==> src/rtl/stochastic_round_pipe.sv <==
// Multi-lane two-stage rounding unit: narrows wide accumulator words to IL.FL operands
// using truncate, round-to-nearest-even or LFSR-driven stochastic rounding, then saturates.
module stochastic_round_pipe #(
    parameter int unsigned IL    = 8,
    parameter int unsigned FL    = 12,
    parameter int unsigned GB    = 4,
    parameter int unsigned LANES = 4,
    parameter logic [15:0] SEED  = 16'hACE1
) (
    input  logic                            clk,
    input  logic                            reset,
    input  logic                            i_valid,
    output logic                            i_ready,
    input  logic [LANES*(GB+2*(IL+FL))-1:0] i_data,
    input  logic [1:0]                      i_mode,
    output logic                            o_valid,
    input  logic                            o_ready,
    output logic [LANES*(IL+FL)-1:0]        o_data,
    output logic [LANES-1:0]                o_sat,
    input  logic                            i_seed_load,
    input  logic [15:0]                     i_seed,
    input  logic                            i_cnt_clr,
    output logic [15:0]                     o_sat_cnt
);
    localparam int unsigned IW = GB + 2*(IL+FL);
    localparam int unsigned OW = IL + FL;
    localparam int unsigned FW = IW - FL;
    localparam int unsigned VW = FW + 1;
    localparam logic [VW-1:0] V_MAX = {{(VW-OW+1){1'b0}}, {(OW-1){1'b1}}};
    localparam logic [VW-1:0] V_MIN = {{(VW-OW+1){1'b1}}, {(OW-1){1'b0}}};
    localparam logic [FL-1:0] HALF  = {1'b1, {(FL-1){1'b0}}};

    // Per-lane seed derivation; an all-zero state would lock the LFSR up.
    function automatic logic [15:0] lane_seed(input logic [15:0] base, input int unsigned k);
        logic [15:0] s;
        s = base ^ 16'(k * 32'h1D87);
        return (s == 16'h0000) ? 16'h0001 : s;
    endfunction

    function automatic logic [15:0] lfsr_next(input logic [15:0] s);
        return s[0] ? ((s >> 1) ^ 16'hB400) : (s >> 1);
    endfunction

    logic                     w_en;
    logic                     w_accept;
    logic [LANES-1:0][15:0]   r_lfsr;
    logic [LANES-1:0][FW-1:0] w_fl;
    logic [LANES-1:0][FL-1:0] w_d;
    logic [LANES-1:0]         w_up;
    logic [LANES-1:0][VW-1:0] w_v;
    logic [LANES-1:0][VW-1:0] r_s1_v;
    logic                     r_s1_valid;
    logic [LANES*OW-1:0]      w_o_data;
    logic [LANES-1:0]         w_sat;

    assign w_en     = !o_valid || o_ready;
    assign w_accept = i_valid && w_en;
    assign i_ready  = w_en;

    // Each LFSR steps once per accepted vector so results are independent of stalls.
    always_ff @(posedge clk) begin
        for (int k = 0; k < LANES; k++) begin
            if (reset) begin
                r_lfsr[k] <= lane_seed(SEED, k);
            end else if (i_seed_load) begin
                r_lfsr[k] <= lane_seed(i_seed, k);
            end else if (w_accept) begin
                r_lfsr[k] <= lfsr_next(r_lfsr[k]);
            end
        end
    end

    // Stage-1 rounding: floor plus a mode-dependent round-up bit, one bit wider than floor.
    always_comb begin
        w_fl = '0;
        w_d  = '0;
        w_up = '0;
        w_v  = '0;
        for (int k = 0; k < LANES; k++) begin
            w_fl[k] = i_data[k*IW+FL +: FW];
            w_d[k]  = i_data[k*IW +: FL];
            case (i_mode)
                2'b00:   w_up[k] = 1'b0;
                2'b10:   w_up[k] = (r_lfsr[k][FL-1:0] < w_d[k]);
                default: w_up[k] = (w_d[k] > HALF) || ((w_d[k] == HALF) && w_fl[k][0]);
            endcase
            w_v[k] = {w_fl[k][FW-1], w_fl[k]} + VW'(w_up[k]);
        end
    end

    // Stage-2 clamp to the signed OW-bit range.
    always_comb begin
        w_o_data = '0;
        w_sat    = '0;
        for (int k = 0; k < LANES; k++) begin
            if ($signed(r_s1_v[k]) > $signed(V_MAX)) begin
                w_sat[k]              = 1'b1;
                w_o_data[k*OW +: OW]  = V_MAX[OW-1:0];
            end else if ($signed(r_s1_v[k]) < $signed(V_MIN)) begin
                w_sat[k]              = 1'b1;
                w_o_data[k*OW +: OW]  = V_MIN[OW-1:0];
            end else begin
                w_o_data[k*OW +: OW]  = r_s1_v[k][OW-1:0];
            end
        end
    end

    always_ff @(posedge clk) begin
        if (reset) begin
            r_s1_valid <= 1'b0;
            r_s1_v     <= '0;
            o_valid    <= 1'b0;
            o_data     <= '0;
            o_sat      <= '0;
        end else if (w_en) begin
            r_s1_valid <= i_valid;
            o_valid    <= r_s1_valid;
            if (i_valid) begin
                r_s1_v <= w_v;
            end
            if (r_s1_valid) begin
                o_data <= w_o_data;
                o_sat  <= w_sat;
            end
        end
    end

    // Saturation event counter; clear beats a coincident increment.
    always_ff @(posedge clk) begin
        if (reset) begin
            o_sat_cnt <= '0;
        end else if (i_cnt_clr) begin
            o_sat_cnt <= '0;
        end else if (w_en && r_s1_valid && (|w_sat) && (o_sat_cnt != 16'hFFFF)) begin
            o_sat_cnt <= o_sat_cnt + 16'd1;
        end
    end
endmodule

==> config.mk <==
export PLATFORM = sky130hd
export DESIGN_NAME = stochastic_round_pipe
export DESIGN_NICKNAME = d
export VERILOG_FILES = /design/src/rtl/stochastic_round_pipe.sv
export SDC_FILE = /design/constraint.sdc
export NUM_CORES = 1
export LEC_CHECK = 0
export CAP_MARGIN = 5
export CELL_PAD_IN_SITES_DETAIL_PLACEMENT = 1
export CELL_PAD_IN_SITES_GLOBAL_PLACEMENT = 1
export CORE_MARGIN = 5
export CORE_UTILIZATION = 35
export DETAILED_ROUTE_END_ITERATION = 10
export HOLD_SLACK_MARGIN = 0.08
export PLACE_DENSITY_LB_ADDON = 0.3
export SYNTH_ARGS = -nofsm -noshare
export SYNTH_HDL_FRONTEND = slang
export SYNTH_SLANG_ARGS = --single-unit
==> constraint.sdc <==
create_clock -name clk -period 4.2 [get_ports clk]
set_clock_uncertainty 0.1 [all_clocks]
set_input_delay 0.63 -clock clk [delete_from_list [all_inputs] [get_ports clk]]
set_output_delay 0.63 -clock clk [all_outputs]
set_load 0.01 [all_outputs]
congestion_map.png
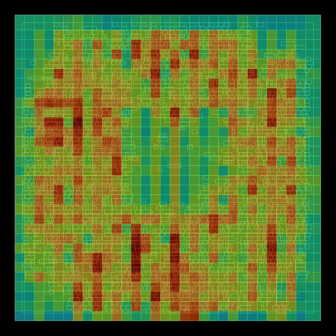
Core Util, Final: 0.4713
met2 GRT Util: 0.3777
met1 global-route usage: 0.2722

clock_wires.png
(2 px per micron)
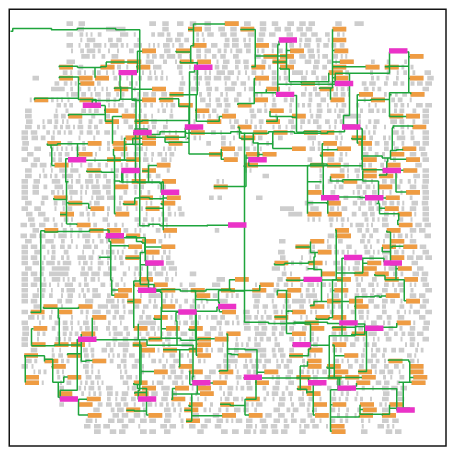
legend:
  clock wires:
    color: green
    length: 4590 microns
  clock-net drivers:
    color: magenta
    count: 37
  flip-flops:
    color: orange
    count: 298
routed clock nets: 38
P_clk: 3.08 mW
clock network fraction of total power: 0.406
Late-Pin Clk Latency: 540 ps

==> impl_metrics.csv <==
group,metric,value,unit
power,power.static_leakage,7.653,nW
timing,hold_violations,0,
power,power.group.top,"sequential cells",
critical_path,crit_required,4560,ps
synth,synth_chip_area,15090,sq um
synth,top_cells_by_area,"dfxtp_1 (40%), a211oi_1 (5.9%), nand2_1 (5.9%)",
timing,period_needed,4031,ps
synth,avgSynthCellArea,8.048,sq um
synth,ys_sh_simple,0.2496,
synth,yosys_warnings,0,
clock_tree,holdBufCountCts,0,
synth,top_area_frac,0.3954,
timing,setup_violations,0,
global_routing,grt_pass1_wl,84210,microns
global_routing,grt_max_degree,148,
synth,fa_ha_area_frac,0.04478,
critical_path,crit_start,"i_data[140]",
synth,mux_share,0.001493,
clock_tree,cts.sinks,298,
power,p_per_area,374.4,nW/um^2
synth,syn-cell-area,15090,sq um
routing,routedWlPerCell,19.28,microns
global_routing,grt_util_met3,0.04762,
timing,whs,353.7,ps
placement,dp.cells,2704,
synth,netlist_top_cells_count,"dfxtp_1 (298), nand2_1 (238), nor2_1 (214)",
finish,nNonClkInverters,57,
critical_path,end_kind,"flip-flop",
finish,logic_gates,1398,
clock_tree,htreeDepth,2,
run_status,outcome,"completed",
## flip-flops by register name, indices dropped and copies added (netlist names)
| signal | cells |
|---|---|
| r_s1_v | 132 |
| o_data | 80 |
| r_lfsr | 64 |
| o_sat_cnt | 16 |
| o_sat | 4 |
| o_valid | 1 |
| r_s1_valid | 1 |
## critical path: stages
cell and delay, ps:
clkdlybuf4s50_1 480, inv_1 80, ha_4 240, a21o_1 170
a21o_1 200, a2111oi_4 320, buf_4 170, o2111ai_1 90
nand3_1 130, ha_2 190, ha_1 150, and4_1 220
or4b_4 520, nor3_4 280, nand4_1 140, xor2_1 170
a211oi_2 200
## per-layer routing
layer  part of all wire  vias up  wire length [microns]
met4              0.023        0                   1235
met2               0.48      338                  25980
met1               0.44     7235                  23570
li1                   -     7269                      -
met3              0.052       73                   2787
met5                  0        -                      0
No activity file was given, so power comes from the tool's default toggle rates.
